### Signal wires by layer, run 1

Bar = 20 microns.
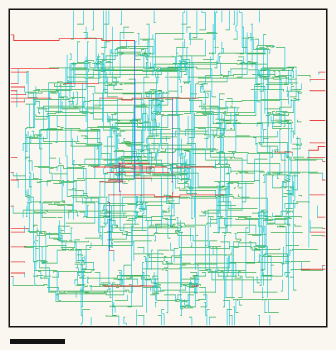
### Placed cells, one color a class, run 1

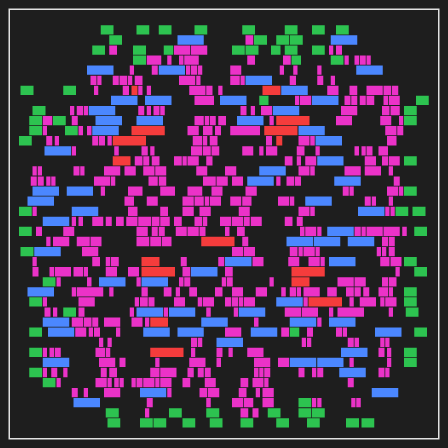
### Floorplan with the power grid, run 1

Bar = 20 microns. Pins as bars on the die edge.
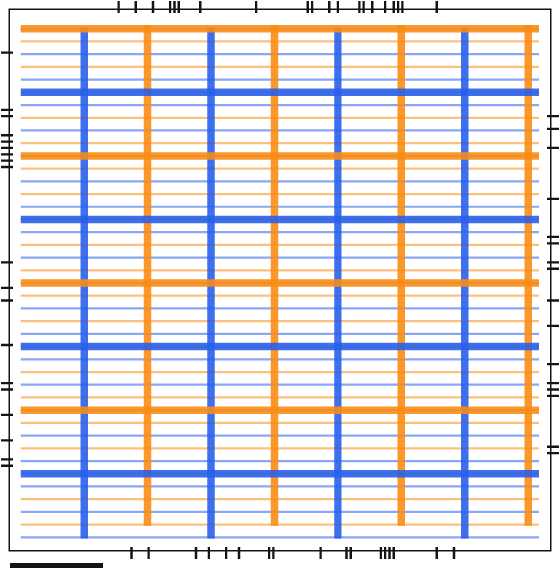
### Congestion heat map, run 1

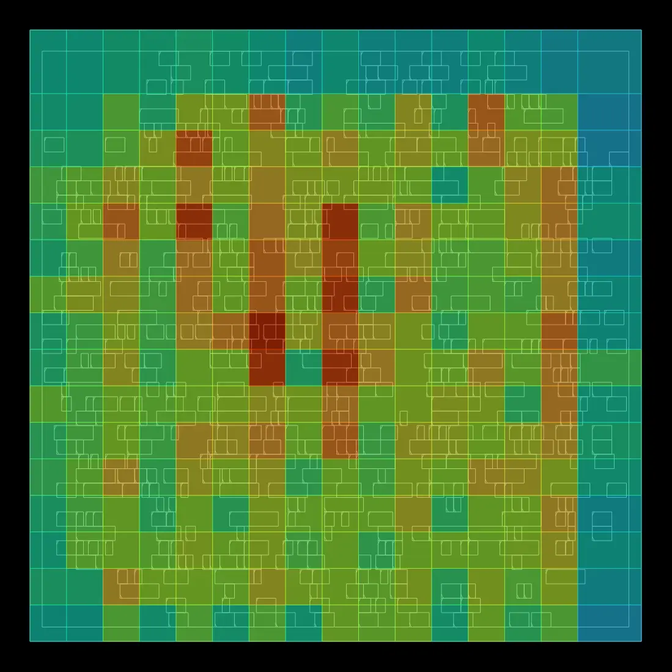
--- src/rtl/activation_seq_ctrl.sv ---
// Activation tile sequencer: streams NUM_PE-wide vectors from the input
// feature buffer through the ReLU6 PE bank into the output buffer.
module activation_seq_ctrl #(
  parameter int ADDR_W = 12,
  parameter int LEN_W  = 12,
  parameter int NUM_PE = 4,
  parameter int RD_LAT = 1
) (
  input  logic              i_clk,
  input  logic              i_reset,
  input  logic              i_cmd_valid,
  output logic              o_cmd_ready,
  input  logic [ADDR_W-1:0] i_cmd_src_base,
  input  logic [ADDR_W-1:0] i_cmd_dst_base,
  input  logic [LEN_W-1:0]  i_cmd_len,
  input  logic              i_out_stall,
  output logic              o_rd_en,
  output logic [ADDR_W-1:0] o_rd_addr,
  output logic              o_pe_start,
  output logic              o_pe_enable,
  input  logic              i_pe_flag,
  output logic              o_wr_en,
  output logic [ADDR_W-1:0] o_wr_addr,
  output logic              o_busy,
  output logic              o_done
);

  localparam logic [1:0] S_IDLE  = 2'd0;
  localparam logic [1:0] S_RUN   = 2'd1;
  localparam logic [1:0] S_DRAIN = 2'd2;
  localparam logic [1:0] S_DONE  = 2'd3;

  if (RD_LAT < 1) begin : g_bad_rd_lat
    $error("RD_LAT must be at least 1");
  end
  if (NUM_PE < 1) begin : g_bad_num_pe
    $error("NUM_PE must be at least 1");
  end

  logic [1:0]        r_state;
  logic [1:0]        w_state_nxt;
  logic [ADDR_W-1:0] r_src;
  logic [ADDR_W-1:0] r_dst;
  logic [LEN_W-1:0]  r_len;
  logic [LEN_W-1:0]  r_issue_cnt;
  logic [LEN_W-1:0]  r_wr_cnt;
  logic              r_cmd_ready;
  logic [RD_LAT-1:0] r_en_sr;

  logic w_accept;
  logic w_busy;
  logic w_rd_en;
  logic w_wr_en;
  logic w_last_issue;
  logic w_last_wr;

  assign w_accept = i_cmd_valid & r_cmd_ready;
  assign w_busy   = (r_state == S_RUN) |
                    (r_state == S_DRAIN);
  assign w_rd_en  = (r_state == S_RUN) &
                    ~i_out_stall;
  assign w_wr_en  = i_pe_flag & w_busy;

  assign w_last_issue = w_rd_en &
    (r_issue_cnt == r_len - LEN_W'(1));
  assign w_last_wr = w_wr_en &
    (r_wr_cnt == r_len - LEN_W'(1));

  always_comb begin
    w_state_nxt = r_state;
    unique case (1'b1)
      (r_state == S_IDLE): begin
        if (w_accept)
          w_state_nxt = (i_cmd_len == '0) ?
                        S_DONE : S_RUN;
      end
      (r_state == S_RUN): begin
        if (w_last_issue)
          w_state_nxt = S_DRAIN;
      end
      (r_state == S_DRAIN): begin
        if (w_last_wr)
          w_state_nxt = S_DONE;
      end
      (r_state == S_DONE): begin
        w_state_nxt = S_IDLE;
      end
      default: w_state_nxt = S_IDLE;
    endcase
  end

  // ready is registered so it rises one cycle after IDLE is re-entered
  always_ff @(posedge i_clk) begin
    if (i_reset) begin
      r_state     <= S_IDLE;
      r_cmd_ready <= 1'b1;
      r_src       <= '0;
      r_dst       <= '0;
      r_len       <= '0;
      r_issue_cnt <= '0;
      r_wr_cnt    <= '0;
      r_en_sr     <= '0;
    end else begin
      r_state     <= w_state_nxt;
      r_cmd_ready <= (r_state == S_IDLE) &
                     ~w_accept;
      if (w_accept) begin
        r_src       <= i_cmd_src_base;
        r_dst       <= i_cmd_dst_base;
        r_len       <= i_cmd_len;
        r_issue_cnt <= '0;
        r_wr_cnt    <= '0;
      end else begin
        if (w_rd_en)
          r_issue_cnt <= r_issue_cnt +
                         LEN_W'(1);
        if (w_wr_en)
          r_wr_cnt <= r_wr_cnt + LEN_W'(1);
      end
      if (w_busy)
        r_en_sr <= (r_en_sr << 1) |
                   RD_LAT'(w_rd_en);
      else
        r_en_sr <= '0;
    end
  end

  assign o_cmd_ready = r_cmd_ready;
  assign o_rd_en     = w_rd_en;
  assign o_rd_addr   = r_src +
                       ADDR_W'(r_issue_cnt);
  assign o_pe_start  = w_busy;
  assign o_pe_enable = r_en_sr[RD_LAT-1] &
                       w_busy;
  assign o_wr_en     = w_wr_en;
  assign o_wr_addr   = r_dst +
                       ADDR_W'(r_wr_cnt);
  assign o_busy      = w_busy;
  assign o_done      = (r_state == S_DONE);

endmodule

--- config.mk ---
export PLATFORM = sky130hd
export DESIGN_NAME = activation_seq_ctrl
export DESIGN_NICKNAME = d
export VERILOG_FILES = /design/src/rtl/activation_seq_ctrl.sv
export SDC_FILE = /design/constraint.sdc
export NUM_CORES = 1
export LEC_CHECK = 0
export CAP_MARGIN = 20
export CELL_PAD_IN_SITES_DETAIL_PLACEMENT = 0
export CELL_PAD_IN_SITES_GLOBAL_PLACEMENT = 2
export CORE_MARGIN = 2
export CORE_UTILIZATION = 33
export DETAILED_ROUTE_END_ITERATION = 7
export PLACE_DENSITY_LB_ADDON = 0.15
export SETUP_SLACK_MARGIN = 0.05
export SLEW_MARGIN = 20
export SYNTH_ARGS = -nofsm -noshare
export SYNTH_HDL_FRONTEND = slang
export SYNTH_SLANG_ARGS = --single-unit
--- constraint.sdc ---
create_clock -name i_clk -period 5.2 [get_ports i_clk]
set_input_delay 1.04 -clock i_clk [delete_from_list [all_inputs] [get_ports i_clk]]
set_output_delay 1.04 -clock i_clk [all_outputs]
set_load 0.01 [all_outputs]
==> impl_metrics.ini, run 1 <==
; physical design summary
[yosys]
flop_cell = dfxtp_1
async_reset_ff_share_pct = 0
synthesized_area_divided_by_synthesized_cell_count_sq_um = 7.85
area_leaders = dfxtp_1, ha_1, nand2_1
synth_seq_share_pct = 31.2
postSynthNetCount = 595
edf_count = 0
synth-cells-yosys = 523
post_synth_inst_count = 523
postSynthRegisterBits = 64
synth_largest_type_area_fraction_pct = 31.2
yosys_warnings = 0

[drt]
route.final.wire_length_microns = 10200
via_per_inst = 4.83
drt-initial-drc-count = 215
drt_pass1_iterations = 4
via_count = 3670
routedWlPerCell_microns = 13.4
post-route-drc-count = 0

[cells_and_area]
final_core_utilization_pct = 43.7
layout.cells.most_common = nand2_1
layout_top_cells_excl_fill_tap = nand2_1, clkdlybuf4s50_1, dfxtp_1, a21oi_1, nor2_1
layout-area-overhead-vs-synth_pct = 28.3
layout-drive-gt1-share_pct = 4.56
stdcell_area_sq_mm = 0.00527
num-fill-cells = 1242
multiInputGateArea_sq_mm = 0.00263

[grt]
wire_length_of_the_first_global_routing_pass_microns = 16800
grt.met3_usage_pct = 3.19
grtUsageMet1_pct = 20.6
vias_in_the_first_global_route = 3474

[clock_network]
clockBufferDepth = 2
htree_num_levels = 3
cts_setup_buffers = 0
clock_sink_count = 64
tritoncts = yes
cts-resized-gates = 0
cts.clk_slew.worst_paths_ps = 50
cts_hold_buffers = 0

[worst_setup_path]
reg2regPathDepth = 9
critPathMostFrequentCell = o21ai_0
worst_setup_path_class = reg2out
worstReg2RegStart = r_len[0]
cp_data_arrival_time_ps = 3170
worst_ep_required_time_ps = 4160
critical_path.cell_chain = ha_1 > inv_1 > fa_1 > nor2b_1 > o21ai_0 > a21boi_0 > o21ai_0 > a21oi_1 > o31a_1 > o311ai_0 > clkdlybuf4s50_1
cp_max_fo = 5
cpPeakStageDelay_ps = 600
worst_path_max_delay_cell = clkdlybuf4s50_1
timing.reg2reg.setup_slack_ps = 2010
critical_path.endpoint = o_wr_addr[10]
end_kind = output port
r2r_end = r_state[1]
setup.worst_path.start = r_wr_cnt[0]
worst_setup_path_start_kind = flop

[sta]
fin_tns_setup_ps = 0
slew-limit-headroom_pct = 47.7
clock-skew-final_ps = 3.87
report.final.setup_viol = 0
report.final.slew_viol_count = 0
fin_hold_ws_ps = 459
maximum_frequency_from_static_timing_analysis_mhz = 237
finalHoldViolations = 0
least_margin_pin_slew_ps = 783
min_period_over_period_pct = 81.1
post-route-worst-setup-slack_ps = 985
rsz_0062_raised_after_global_routing = false

[floorplanning]
design.die.area_sq_mm = 0.0133
num_rows = 40
floorplan.core_util_pct = 34.0
io_pins = 72

[status]
outcome = completed

[placement]
io_buffers = 71
dpl.hpwl_microns = 7770
place_worst_setup_slack_ps = 1300
post_dp_cell_area_sq_mm = 0.00496
place.detailed.instances = 744
globalplace.congestion = 0.807

[min_path]
worstHoldPathCells = 2
worst_hold_path_type = reg2reg
start_point_of_the_worst_hold_path = r_dst[7]

[pwr]
seq_power_share_pct = 34.0
psw_uw = 513
combinational_share_of_power_pct = 30.8
power.density_mw_per_mm2 = 320
intPower_mw = 1.17
leakagePower_nw = 2.11
netSwitchingFraction_pct = 30.5

[job]
stage_log_warnings = 29
-- 'Signal wires by layer' (at the start) --
Key: green = metal 1 [wire length 4860 microns]; cyan = metal 2 [wire length 4760 microns]; blue = metal 4 [wire length 109 microns]; red = metal 3 [wire length 431 microns]

-- 'Placed cells, one color a class' (at the start) --
Key: green = other buffers and delay cells [cells 76, share of their area 15%]; red = clock drivers and dummy loads [cells 16, share of their area 6.0%]; magenta = combinational and other logic [cells 436, share of their area 54%]; blue = flops [cells 64, share of their area 25%]

-- 'Floorplan with the power grid' (at the start) --
Key: blue = VSS; orange = VDD
41 met1 rails follow the rows. 72 signal pins sit on the boundary. 8 straps on met5.
horizontal die dimension: 116 microns
maximum VDD drop: 0.133 mV
die height: 116 microns

-- 'Congestion heat map' (at the start) --
overall routing resource usage: 16.1%
most congested layer reported by global routing: met2
GRT met2 Usage: 27.4%

## run 1: cell type report
type	count	area share [%]
repair buffers	76	14.2
flip-flops and latches	64	24.3
inverters	25	1.78
clock inverters	2	0.190
multi-input cells	411	49.9
well taps	168	3.99
clock buffers	14	5.58
## run 1: sequential cells by signal, summed over array words and instances, names as in the netlist
register	flops
r_dst	12
r_issue_cnt	12
r_len	12
r_src	12
r_wr_cnt	12
r_state	2
o_cmd_ready	1
r_en_sr	1
## run 1: critical path, delay by kind of cell, from the launching register on
| kind | cells | cell delay (ps) |
|---|---|---|
| adders and majority gates | 2 | 420 |
| DFF | 1 | 360 |
| and+or+nand+nor | 1 | 50 |
| AOI/OAI and AO/OA | 6 | 1350 |
| buffers and inverters | 2 | 670 |
## run 1: kinds of logic (layout without fill, tap and decap cells)
| family | after synthesis | in the layout | synth area share [%] |
|---|---|---|---|
| buf+inv | 48 | 117 | 4.78 |
| xor+xnor | 64 | 64 | 14.0 |
| mux | 3 | 3 | 0.792 |
| flops | 64 | 64 | 31.2 |
| simple gates | 210 | 210 | 24.2 |
| compound gates | 103 | 103 | 15.2 |
| fa+ha+maj | 31 | 31 | 9.81 |
## run 1: power by group through the flow
stage	registers (mW)	clock network (mW)	logic (mW)
floorplan	0.568	0	0.353
global placement	0.582	0	0.523
detailed placement	0.584	0	0.524
CTS	0.574	0.613	0.527
global route	0.579	0.635	0.577
finish	0.573	0.594	0.519
## run 1: routing by layer
metal	up-vias	part of all wire, %
met5	-	0
met4	0	1.1
met3	8	4.2
met2	70	47
met1	1678	48
li1	1914	-
--- run 2 (diff from run 1) ---
--- a/config.mk
+++ b/config.mk
@@ -9,7 +9,7 @@
 export CELL_PAD_IN_SITES_DETAIL_PLACEMENT = 0
 export CELL_PAD_IN_SITES_GLOBAL_PLACEMENT = 2
 export CORE_MARGIN = 2
-export CORE_UTILIZATION = 33
+export CORE_UTILIZATION = 28
 export DETAILED_ROUTE_END_ITERATION = 7
 export PLACE_DENSITY_LB_ADDON = 0.15
 export SETUP_SLACK_MARGIN = 0.05
==> constraint.sdc (replaced) <==
create_clock -name i_clk -period 3.8 [get_ports i_clk]
set_input_delay 0.76 -clock i_clk [delete_from_list [all_inputs] [get_ports i_clk]]
set_output_delay 0.76 -clock i_clk [all_outputs]
set_load 0.01 [all_outputs]
### Clock distribution, run 2

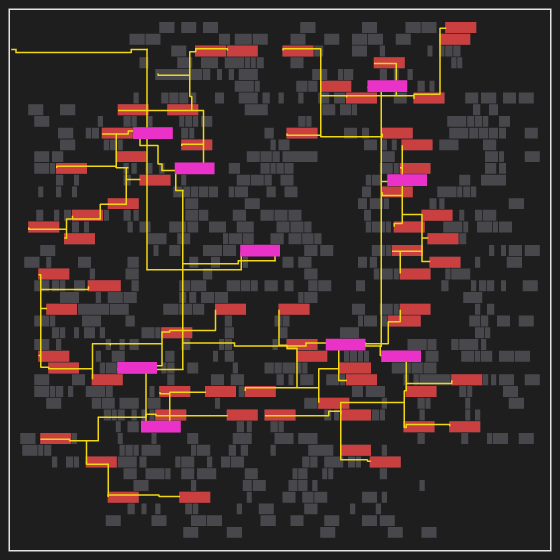
Key: magenta = clock drivers [count 9]; yellow = clock wires [length 1050 microns]; red = flip-flops [count 64]
There are 10 routed clock nets. Position of the flops: widely spread.
insertion delay of the later-clocked pin in the worst-skew pair: 330 ps
Clock Power Share: 34.2%
worst setup skew after layout: 8.07 ps
Clock Power: 785 uW

### Congestion heat map, run 2

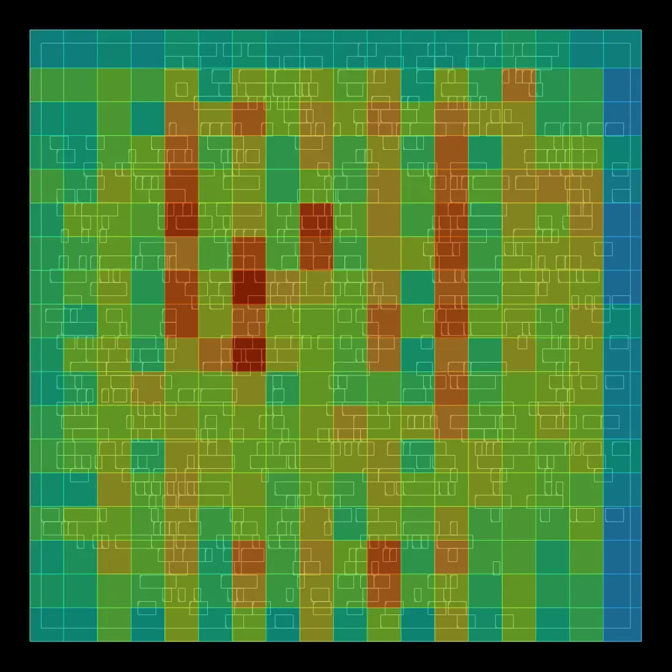
GRT met2 Usage: 24.1%
overall routing resource usage: 14.5%
global routing usage on met1: 18.7%
met3 Track Usage GR: 2.95%

==> impl_metrics.ini, run 2 <==
; physical design summary
[floorplanning]
core-area_sq_mm = 0.0144
floorplan.core_util_pct = 28.5
design.die.area_sq_mm = 0.0156
die_height_microns = 125
io_pins = 72
num_rows = 44
taps = 184
horizontal_die_dimension_microns = 125

[yosys]
synth.most_common_cell = nand2_1
simple_gate_area_share_pct = 24.2
async_reset_ff_share_pct = 0
postSynthRegisterBits = 64
synthTopCellsByCount = nand2_1, dfxtp_1, a21oi_1, nor2_1, xnor2_1
synth_largest_type_area_fraction_pct = 31.2
synth_seq_share_pct = 31.2
post_synth_inst_count = 523
synth_cell_types = 54
yosysChipArea_sq_mm = 0.00411
synthAoiAreaFrac_pct = 15.2
post_synth_main_logic_family = simple AND/OR/NAND/NOR gates
yosys_warnings = 0
synth.largest_area_cell = dfxtp_1
synthXorXnorAreaFrac_pct = 14.0
synth-cells-yosys = 523
area_leaders = dfxtp_1, ha_1, nand2_1
flop_cell = dfxtp_1
postSynthNetCount = 595
synth.area.mux_share_pct = 0.792
edf_count = 0
synthAdderAreaFrac_pct = 9.81
synthesized_area_divided_by_synthesized_cell_count_sq_um = 7.85
syn-cell-area_sq_mm = 0.00411

[clock_network]
clock_sink_count = 64
clockBufferDepth = 2
htree_num_levels = 3
cts_buffers = 9
cts_root_buf = clkbuf_16
tritoncts = yes
cts.clk_slew.worst_paths_ps = 50
cts_setup_buffers = 0

[pwr]
leakagePower_nw = 2.14
combinational_share_of_power_pct = 31.9
psw_uw = 711
power_combinational_uw = 734
seq_power_share_pct = 33.9
post-layout-total-power_mw = 2.30
dominant_power_group = clock
ir_worst_vdd_mv = 0.164
power.density_mw_per_mm2 = 431
powerSeq_uw = 779
netSwitchingFraction_pct = 30.9
intPower_mw = 1.59

[worst_setup_path]
timing.reg2reg.setup_slack_ps = 660
worst_setup_path_class = reg2out
end_kind = output port
worst_ep_required_time_ps = 3040
worst_setup_path_start_kind = flop
critical_path.endpoint = o_wr_addr[11]
setup.worst_path.start = r_wr_cnt[1]
reg2regPathDepth = 9
cp_max_fo = 6
r2r_end = r_state[1]
worstReg2RegStart = r_len[1]
cp_data_arrival_time_ps = 2820

[placement]
globalplace.congestion = 0.777
io_buffers = 71
place_worst_setup_slack_ps = 215
dpl.hpwl_microns = 8330
place.detailed.instances = 766

[cells_and_area]
final_nets = 665
layout.cells.most_common = nand2_1
non_clock_inverter_count = 25
numSequentialCells = 64
largest_cell_class = combinational gates
antenna_cells = 0
num-fill-cells = 1547
clockBufferCount = 13
layout-drive-gt1-share_pct = 6.21
layout-area-overhead-vs-synth_pct = 29.9
layout_top_cells_excl_fill_tap = nand2_1, clkdlybuf4s50_1, dfxtp_1, a21oi_1, nor2_1
seq_area_sq_mm = 0.00128
multiInputCombCellCount = 411
final-nonclk-buf-share_pct = 14.8
layoutNonFillerInstCount = 780
clockNetworkAreaShare_pct = 5.07
seq_share_pct = 24.1
final_core_utilization_pct = 37.0
plain_repair_buffers = 82
combAreaFraction_pct = 49.9
multiInputGateArea_sq_mm = 0.00266

[sta]
report.final.slew_viol_count = 0
timing.final.crit_period_ps = 3580
slew-limit-headroom_pct = 35.5
least_margin_pin_slew_ps = 968
report.final.setup_viol = 0
rsz_0062_raised_after_global_routing = false
finalHoldViolations = 0
min_period_over_period_pct = 94.1
fin_tns_setup_ps = 0
maximum_frequency_from_static_timing_analysis_mhz = 280
post-route-worst-setup-slack_ps = 223

[grt]
wire_length_of_the_first_global_routing_pass_microns = 18400
grt_max_degree = 43
vias_in_the_first_global_route = 3704
number_of_antenna_violations_at_the_first_check_in_global_routing = 0
global_route.overflow_total = 0

[min_path]
worst_hold_path_type = reg2reg

[job]
stage_log_warnings = 29
timing.max_cap.violations = 0

[drt]
post-route-drc-count = 0
drt-initial-drc-count = 116
ant_nets = 0
drt_pass1_iterations = 4
route.final.wire_length_microns = 10900
via_count = 3680
routedWlPerCell_microns = 14.0
via_per_inst = 4.72

[status]
outcome = completed
==> run 2: logic make-up (layout without fill, tap and decap cells) <==
logic type / count (synthesis) / after routing
AOI/OAI and AO/OA: 103 / 103
xor gates and xnor gates: 64 / 64
adders and majority gates: 31 / 31
buffers and inverters: 48 / 121
DFF: 64 / 64
muxes: 3 / 3
and+or+nand+nor: 210 / 210
==> run 2: per-stage QoR <==
step           hold WS [ps]  cell area [sq um]
3_5_place_dp            454               5030
3_3_place_gp            448               5030
2_1_floorplan           441               4110
4_1_cts                 461               5300
6_report                459               5330
5_1_grt                 473               5330
==> run 2: what timing repair did <==
item,in CTS,in global routing
setup endpoints to repair,3,8
resized,6,11
pin swaps,0,1
gates cloned,0,0
hold buffers,0,0
==> run 2: worst max-delay path, cell delays in order, from the launching register on <==
cell             delay, ps
dfxtp_2                340
ha_1                   270
a21o_1                 190
a21oi_1                210
o21ai_0                170
a31oi_2                220
o21ai_2                110
o41ai_2                260
xnor2_1                160
clkdlybuf4s50_1        550
==> run 2: how the worst min path moves through the flow <==
stage | from | to | slack (ps) | cells after the start
after global routing | r_src[7] | r_src[7] | 470 | 2
after global placement | r_dst[8] | r_dst[8] | 450 | 2
after floorplan | r_dst[0] | r_dst[0] | 440 | 2
after detailed placement | r_dst[8] | r_dst[8] | 450 | 2
final | r_dst[7] | r_dst[7] | 460 | 2
after CTS | r_src[7] | r_src[7] | 460 | 2
==> run 2: per-layer routing <==
| metal | share of wire, % | global-route usage (%) |
|---|---|---|
| met1 | 48 | 18.7 |
| met2 | 47 | 24.1 |
| met3 | 3.2 | 2.95 |
| met4 | 1.6 | 5.10 |
| met5 | 0 | 0 |
--- run 3 (diff from run 2) ---
--- a/config.mk
+++ b/config.mk
@@ -8,7 +8,6 @@
 export CAP_MARGIN = 20
 export CELL_PAD_IN_SITES_DETAIL_PLACEMENT = 0
 export CELL_PAD_IN_SITES_GLOBAL_PLACEMENT = 2
-export CORE_MARGIN = 2
 export CORE_UTILIZATION = 28
 export DETAILED_ROUTE_END_ITERATION = 7
 export PLACE_DENSITY_LB_ADDON = 0.15
### Floorplan with the power grid, run 3

Bar = 20 microns. Pins as bars on the die edge.
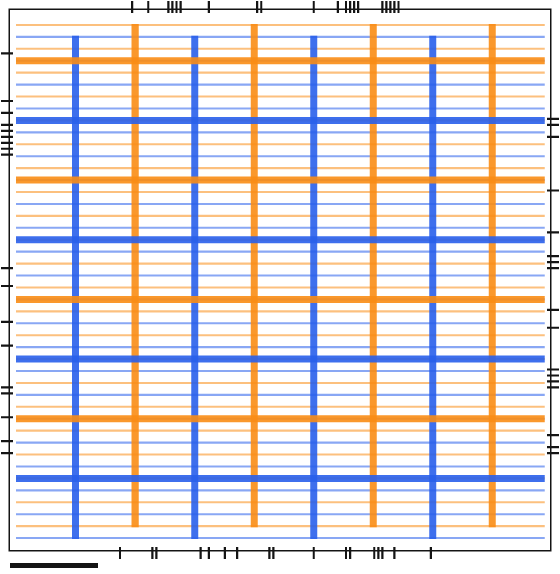
maximum VDD drop: 0.170 mV
horizontal die dimension: 123 microns
placeable core region: 0.0141 sq mm
die height: 123 microns

### Placed cells, one color a class, run 3

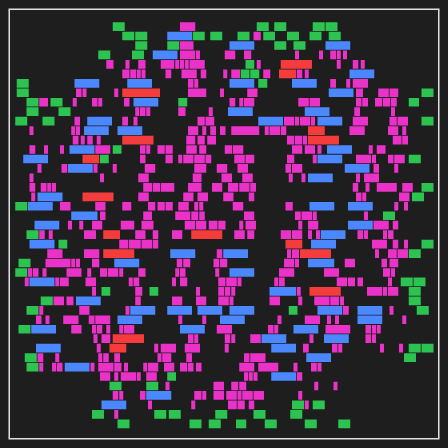
Key: red = clock drivers and dummy loads [cells 16, share of their area 6.5%]; green = other buffers and delay cells [cells 83, share of their area 15%]; blue = flops [cells 64, share of their area 25%]; magenta = combinational and other logic [cells 436, share of their area 53%]
Post-Layout Inst Area: 0.00540 sq mm
std cell rows: 43
fraction of standard cell area that is sequential: 23.8%
end-of-flow core utilization: 38.3%

==> impl_metrics.ini, run 3 <==
; physical design summary
[yosys]
flop_cell = dfxtp_1
postSynthNetCount = 595
syn-cell-area_sq_mm = 0.00411
edf_count = 0
yosysChipArea_sq_mm = 0.00411
synth-cells-yosys = 523
postSynthRegisterBits = 64
async_reset_ff_share_pct = 0
area_leaders = dfxtp_1, ha_1, nand2_1
synth_cell_types = 54
yosys_warnings = 0
synth_largest_type_area_fraction_pct = 31.2
synth_seq_share_pct = 31.2
post_synth_inst_count = 523

[sta]
fin_tns_setup_ps = 0
timing.final.crit_period_ps = 3550
slew-limit-headroom_pct = 33.6
finalHoldViolations = 0
least_margin_pin_slew_ps = 995
min_period_over_period_pct = 93.5
report.final.setup_viol = 0
report.final.slew_viol_count = 0
rsz_0062_raised_after_global_routing = true
maximum_frequency_from_static_timing_analysis_mhz = 281

[drt]
route.final.wire_length_microns = 11000
route.met2.wl_microns = 5350
post-route-drc-count = 0
drt_pass1_iterations = 4
met3_wirelength_from_detailed_routing_microns = 333
via_per_inst = 4.80
ant_nets = 0
routedWlPerCell_microns = 14.1
routed.top_layer = met4

[clock_network]
cts_buffers = 9
htree_num_levels = 3
clkLatencyLatePin_ps = 330
cts.clk_slew.worst_paths_ps = 60
tritoncts = yes
cts_hold_buffers = 0
clockBufferDepth = 2
clock_sink_count = 64

[worst_setup_path]
worst_setup_path_start_kind = flop
cp_data_arrival_time_ps = 2790
worst_ep_required_time_ps = 3040

[grt]
grt.met3_usage_pct = 2.63
grt_max_degree = 43
grt_busiest_layer = met2
track_usage_pct = 15.5
grtUsageMet1_pct = 19.2
grtUsageMet2_pct = 26.8
global_route.overflow_total = 0
vias_in_the_first_global_route = 3617
number_of_antenna_violations_at_the_first_check_in_global_routing = 0

[placement]
io_buffers = 71
dpl.hpwl_microns = 8350
place_worst_setup_slack_ps = 194

[cells_and_area]
final_nets = 666
layout.cells.most_common = nand2_1
layout-area-overhead-vs-synth_pct = 31.5
num-fill-cells = 1485
layout-drive-gt1-share_pct = 7.18
layout_top_cells_excl_fill_tap = nand2_1, clkdlybuf4s50_1, dfxtp_1, a21oi_1, nor2_1
multiInputGateArea_sq_mm = 0.00266

[floorplanning]
floorplan.core_util_pct = 29.1
design.die.area_sq_mm = 0.0151
io_pins = 72

[pwr]
leakagePower_nw = 2.18
power.density_mw_per_mm2 = 450
post-layout-total-power_mw = 2.43

[min_path]
worst_hold_path_type = reg2reg

[job]
stage_log_warnings = 30

[status]
outcome = completed
run 3: area by class of cell:
class,instances,share of cell area [%]
clock buffer,15,5.70
multi-input combinational,411,49.2
inverter,25,1.74
timing repair buffer,83,14.8
tap,180,4.17
clock inverter,1,0.556
sequential,64,23.8
run 3: what timing repair did:
item | CTS | global route
pin swaps | 1 | 1
endpoints found under the setup margin | 4 | 7
resized | 8 | 7
buffers inserted | 0 | 1
run 3: power breakdown:
part / total (mW) / switching (mW) / leakage [nW] / internal, mW
Clock: 0.913 / 0.298 / 0.168 / 0.615
Combinational: 0.736 / 0.378 / 1.49 / 0.358
Sequential: 0.779 / 0.0518 / 0.523 / 0.727
run 3: through the flow:
stage / hold slack [ps] / area (sq um) / instances
after floorplan: 441 / 4110 / 523
after global placement: 448 / 5020 / 762
after detailed placement: 454 / 5020 / 762
after CTS: 462 / 5370 / 778
after global routing: 481 / 5400 / 779
final: 459 / 5400 / 779
run 3: path summary, 6_finish.rpt:
kind	start	endpoint	slack (ps)	cells after the start
max reg2reg	r_len[1]	r_state[0]	660	9
min reg2reg	r_dst[2]	r_dst[2]	460	2
min	r_dst[2]	r_dst[2]	460	2
max	r_wr_cnt[1]	o_wr_addr[11]	250	9
run 3: critical path: stages, from the launching register on:
cell and delay, ps:
dfxtp_2 350, ha_1 270, a21o_1 190, a21oi_2 170, o21ai_0 130, a31oi_1 240, o21ai_1 160, o41ai_2 250
xnor2_1 160, clkdlybuf4s50_1 550
run 3: logic make-up (layout without fill, tap and decap cells):
kind of cell	count (synthesis)	in the layout	synth area share (%)
AOI/OAI and AO/OA	103	103	15.2
adders and majority gates	31	31	9.81
buffers and inverters	48	124	4.78
muxes	3	3	0.792
and+or+nand+nor	210	210	24.2
DFF	64	64	31.2
xor gates and xnor gates	64	64	14.0
Power figures rest on the tool's default switching activity, not on a simulated workload.
